File: config.mk
export PLATFORM = sky130hd
export DESIGN_NAME = encoder8_3_stream_flat
export DESIGN_NICKNAME = d
export VERILOG_FILES = /design/src/rtl/encoder8_3_stream_if.sv /design/src/rtl/encoder8_3_stream.sv /design/src/flat_wrapper.sv
export SDC_FILE = /design/constraint.sdc
export NUM_CORES = 1
export LEC_CHECK = 0
export CAP_MARGIN = 20
export CORE_MARGIN = 1.5
export CORE_UTILIZATION = 48
export DETAILED_ROUTE_END_ITERATION = 10
export PLACE_DENSITY = 0.78
export SYNTH_ARGS = -nofsm -noshare
export SYNTH_HDL_FRONTEND = slang
export SYNTH_SLANG_ARGS = --single-unit
File: constraint.sdc
create_clock -name clk -period 1.78 [get_ports clk]
set_input_delay 0.356 -clock clk [delete_from_list [all_inputs] [get_ports clk]]
set_output_delay 0.356 -clock clk [all_outputs]
set_load 0.01 [all_outputs]
File: src/rtl/encoder8_3_stream_if.sv
// Stream bundle for the 8-to-3 priority encoder: upstream word handshake,
// downstream entry handshake and the running error count.
interface encoder8_3_stream_if #(
  parameter int ERR_W = 8
);
  logic             valid;
  logic [7:0]       in;
  logic             in_ready;
  logic             out_ready;
  logic             out_valid;
  logic [2:0]       out;
  logic             zero_err;
  logic             multi_err;
  logic [ERR_W-1:0] err_count;

  modport slave (
    input  valid, in, out_ready,
    output in_ready, out_valid, out, zero_err, multi_err, err_count
  );

  modport master (
    output valid, in, out_ready,
    input  in_ready, out_valid, out, zero_err, multi_err, err_count
  );
endinterface

File: src/rtl/encoder8_3_stream.sv
// 8-to-3 priority encoder feeding a 2-entry output FIFO, with zero/multi-hot
// flags per entry and a saturating count of flagged words.
module encoder8_3_stream #(
  parameter int PRI_HIGH = 1,
  parameter int ERR_W    = 8
) (
  input  logic                clk,
  input  logic                rst,
  encoder8_3_stream_if.slave  bus
);

  localparam int DATA_W = 8;
  localparam int IDX_W  = 3;

  typedef enum logic [1:0] {
    EMPTY = 2'd0,
    ONE   = 2'd1,
    FULL  = 2'd2
  } occ_e;

  typedef struct packed {
    logic [IDX_W-1:0] idx;
    logic             zero_err;
    logic             multi_err;
  } entry_t;

  function automatic logic [IDX_W-1:0] win_idx(input logic [DATA_W-1:0] w);
    logic [IDX_W-1:0] r;
    r = '0;
    if (PRI_HIGH != 0) begin
      for (int i = 0; i < DATA_W; i++) begin
        if (w[i]) r = IDX_W'(i);
      end
    end else begin
      for (int i = DATA_W - 1; i >= 0; i--) begin
        if (w[i]) r = IDX_W'(i);
      end
    end
    return r;
  endfunction

  // Clearing the lowest set bit leaves something only when two or more were set.
  function automatic logic is_multi(input logic [DATA_W-1:0] w);
    return (w & (w - DATA_W'(1))) != '0;
  endfunction

  function automatic logic [ERR_W-1:0] sat_inc(input logic [ERR_W-1:0] c);
    return (&c) ? c : c + ERR_W'(1);
  endfunction

  occ_e             state_q, state_d;
  logic             wr_ptr_q, wr_ptr_d;
  logic             rd_ptr_q, rd_ptr_d;
  logic [ERR_W-1:0] err_cnt_q, err_cnt_d;
  entry_t           mem_q [2];
  entry_t           mem_d [2];

  logic   in_ready;
  logic   out_valid;
  logic   push;
  logic   pop;
  entry_t enc;
  entry_t head;

  // Encode stage: purely combinational, captured straight into the FIFO slot
  always_comb begin
    enc.idx       = win_idx(bus.in);
    enc.zero_err  = (bus.in == '0);
    enc.multi_err = is_multi(bus.in);
  end

  assign push = bus.valid && in_ready;
  assign pop  = out_valid && bus.out_ready;

  always_ff @(posedge clk or posedge rst) begin
    if (rst) begin
      state_q   <= EMPTY;
      wr_ptr_q  <= 1'b0;
      rd_ptr_q  <= 1'b0;
      err_cnt_q <= '0;
    end else begin
      state_q   <= state_d;
      wr_ptr_q  <= wr_ptr_d;
      rd_ptr_q  <= rd_ptr_d;
      err_cnt_q <= err_cnt_d;
    end
  end

  always_comb begin
    state_d = state_q;
    case (state_q)
      EMPTY: if (push) state_d = ONE;
      ONE: begin
        if (push && !pop)      state_d = FULL;
        else if (pop && !push) state_d = EMPTY;
      end
      FULL:  if (pop) state_d = ONE;
      default: state_d = EMPTY;
    endcase
  end

  always_comb begin
    out_valid = (state_q != EMPTY);
    in_ready  = (state_q != FULL);
  end

  always_comb begin
    wr_ptr_d  = wr_ptr_q ^ push;
    rd_ptr_d  = rd_ptr_q ^ pop;
    err_cnt_d = err_cnt_q;
    if (push && (enc.zero_err || enc.multi_err)) begin
      err_cnt_d = sat_inc(err_cnt_q);
    end
  end

  // Storage stage: payload only, validity is tracked by the occupancy state
  always_comb begin
    mem_d = mem_q;
    if (push) mem_d[wr_ptr_q] = enc;
  end

  always_ff @(posedge clk) begin
    mem_q <= mem_d;
  end

  // Output stage: payload is masked while empty so reset shows all-zero outputs
  assign head          = mem_q[rd_ptr_q];
  assign bus.in_ready  = in_ready;
  assign bus.out_valid = out_valid;
  assign bus.out       = out_valid ? head.idx       : '0;
  assign bus.zero_err  = out_valid ? head.zero_err  : 1'b0;
  assign bus.multi_err = out_valid ? head.multi_err : 1'b0;
  assign bus.err_count = err_cnt_q;

endmodule

File: src/flat_wrapper.sv
// flat-port wrapper written by rule: the top's interface ports become plain ports
module encoder8_3_stream_flat 
#(
  parameter int PRI_HIGH = 1,
  parameter int ERR_W    = 8
)
  (clk, rst, bus_valid, bus_in, bus_out_ready, bus_in_ready, bus_out_valid, bus_out, bus_zero_err, bus_multi_err, bus_err_count);
  encoder8_3_stream_if #(.ERR_W(ERR_W)) bus_i ();
  input  logic clk;
  input  logic rst;
  input wire logic [$bits(bus_i.valid)-1:0] bus_valid;
  input wire logic [$bits(bus_i.in)-1:0] bus_in;
  input wire logic [$bits(bus_i.out_ready)-1:0] bus_out_ready;
  output wire logic [$bits(bus_i.in_ready)-1:0] bus_in_ready;
  output wire logic [$bits(bus_i.out_valid)-1:0] bus_out_valid;
  output wire logic [$bits(bus_i.out)-1:0] bus_out;
  output wire logic [$bits(bus_i.zero_err)-1:0] bus_zero_err;
  output wire logic [$bits(bus_i.multi_err)-1:0] bus_multi_err;
  output wire logic [$bits(bus_i.err_count)-1:0] bus_err_count;
  assign bus_i.valid = bus_valid;
  assign bus_i.in = bus_in;
  assign bus_i.out_ready = bus_out_ready;
  assign bus_in_ready = bus_i.in_ready;
  assign bus_out_valid = bus_i.out_valid;
  assign bus_out = bus_i.out;
  assign bus_zero_err = bus_i.zero_err;
  assign bus_multi_err = bus_i.multi_err;
  assign bus_err_count = bus_i.err_count;
  encoder8_3_stream #(.PRI_HIGH(PRI_HIGH), .ERR_W(ERR_W)) u_core (.clk(clk), .rst(rst), .bus(bus_i));
endmodule
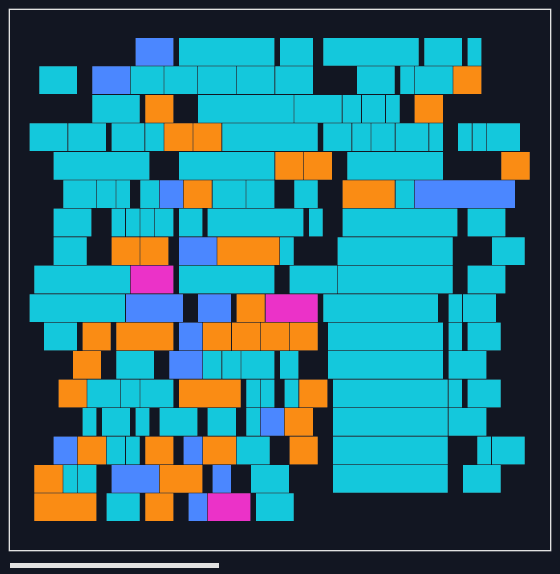
Figure 1: drive-strength map.
The bar under the picture is 20 µm long.
drive 1 or less -> cyan  # cells 108, share 68%
drive 3 to 4 -> orange  # cells 33, share 21%, most used buf_4
drive 2 -> blue  # cells 15, share 9.4%, most used nor2_2
drive 6 and up -> magenta  # cells 3, share 1.9%, most used buf_6

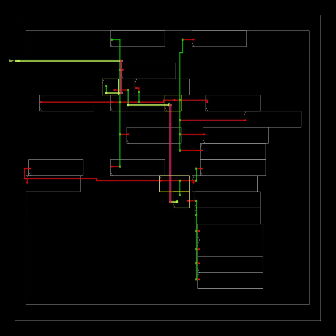
Figure 2: the clock network.
tally of clock buffers in the finished layout: 4
power dissipated in the clock network: 0.265 mW

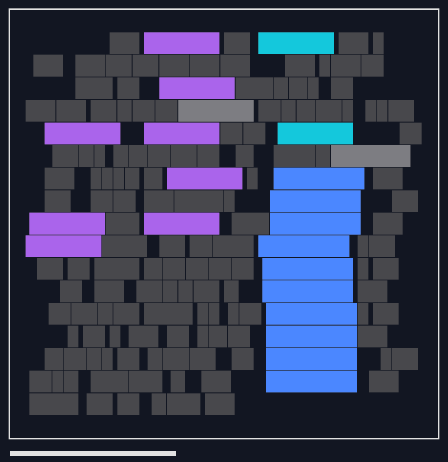
Figure 3: sequential cells grouped by signal name.
The bar under the picture is 20 µm long. Other sequential cells in the stronger grey, the rest of the logic in the fainter grey.
u_core.bus.err_count -> purple  # flops 8
u_core.state_q -> cyan  # flops 2
u_core.mem_q -> blue  # flops 10
Flop area: 602 µm²
flop share of the area: 35.5%

==> results.json <==
{
  "top_usage_layer": "met2",
  "critical-path-max-stage-delay_ps": 460,
  "enable_flop_cells": 10,
  "mux_area_share_pct": 5.74,
  "peakVddDrop_mv": 1.26,
  "final_net_count": 175,
  "post-place-ws_ps": -628,
  "power.leakage_nw": 0.747,
  "place.detailed.instances": 177,
  "met3RoutedLength_um": 131,
  "nNonClkBuffers": 51,
  "r2r_setup_slack_ps": 60,
  "fraction_of_synthesis_flops_using_an_asynchronous_set_or_reset_pin_pct": 54.5,
  "timing.final.hold_violations": 0,
  "seq_power_mw": 0.809,
  "worst_r2r_endpoint": "u_core.bus.err_count[3]",
  "final-clk-cell-share_pct": 2.14,
  "cp-start-kind": "primary input",
  "gp_congestion": 0.822,
  "hold_ws_ps": 341,
  "layout.filler_cells": 162,
  "max_freq_mhz": 571,
  "stage_log_warnings": 29,
  "cap_violations": 0,
  "number_of_post_cts_setup_repair_buffers": 4,
  "synth_top_cell_by_count": "nor2_1",
  "number_of_vias_per_cell_after_detailed_routing": 5.20,
  "simple_gate_area_share_pct": 19.0,
  "top_layer": "met4",
  "cts_hold_repair.buffers": 0,
  "critPathBufInv": 2,
  "timing.critical_path.required_ps": 1980,
  "top_area_cell": "dfrtp_1",
  "drc_errors": 0,
  "synth_top_area_share_pct": 26.5,
  "power.internal_mw": 1.32,
  "design.die.area_um2": 2660,
  "yosysCellCount": 105,
  "timing.hold.worst.class": "in2async",
  "status": "finished, final reports clean"
}
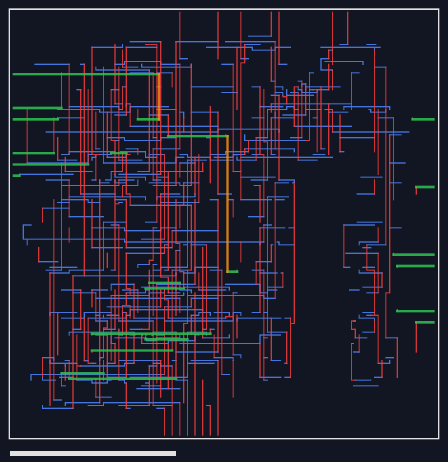
Figure 4: signal wires by layer.
The bar under the picture is 20 µm long.
met4 -> orange  # wire length 21.8 µm
met3 -> green  # wire length 131 µm
met1 -> blue  # wire length 1040 µm
met2 -> red  # wire length 1370 µm

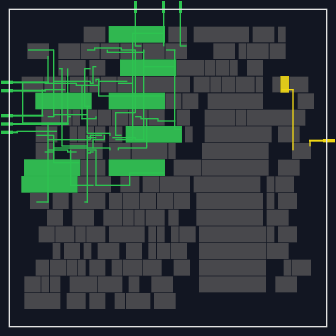
Figure 5: nets reached from selected ports.
bus_err_count -> green  # bits 8, direction output, end cells 8, buffers 12, wire 406 µm
bus_multi_err -> yellow  # bits 1, direction output, end cells 1, buffers 1, wire 14.6 µm
total I/O pin count: 27
number of input and output port buffers inserted: 26

No activity file was given, so power comes from the tool's default toggle rates.
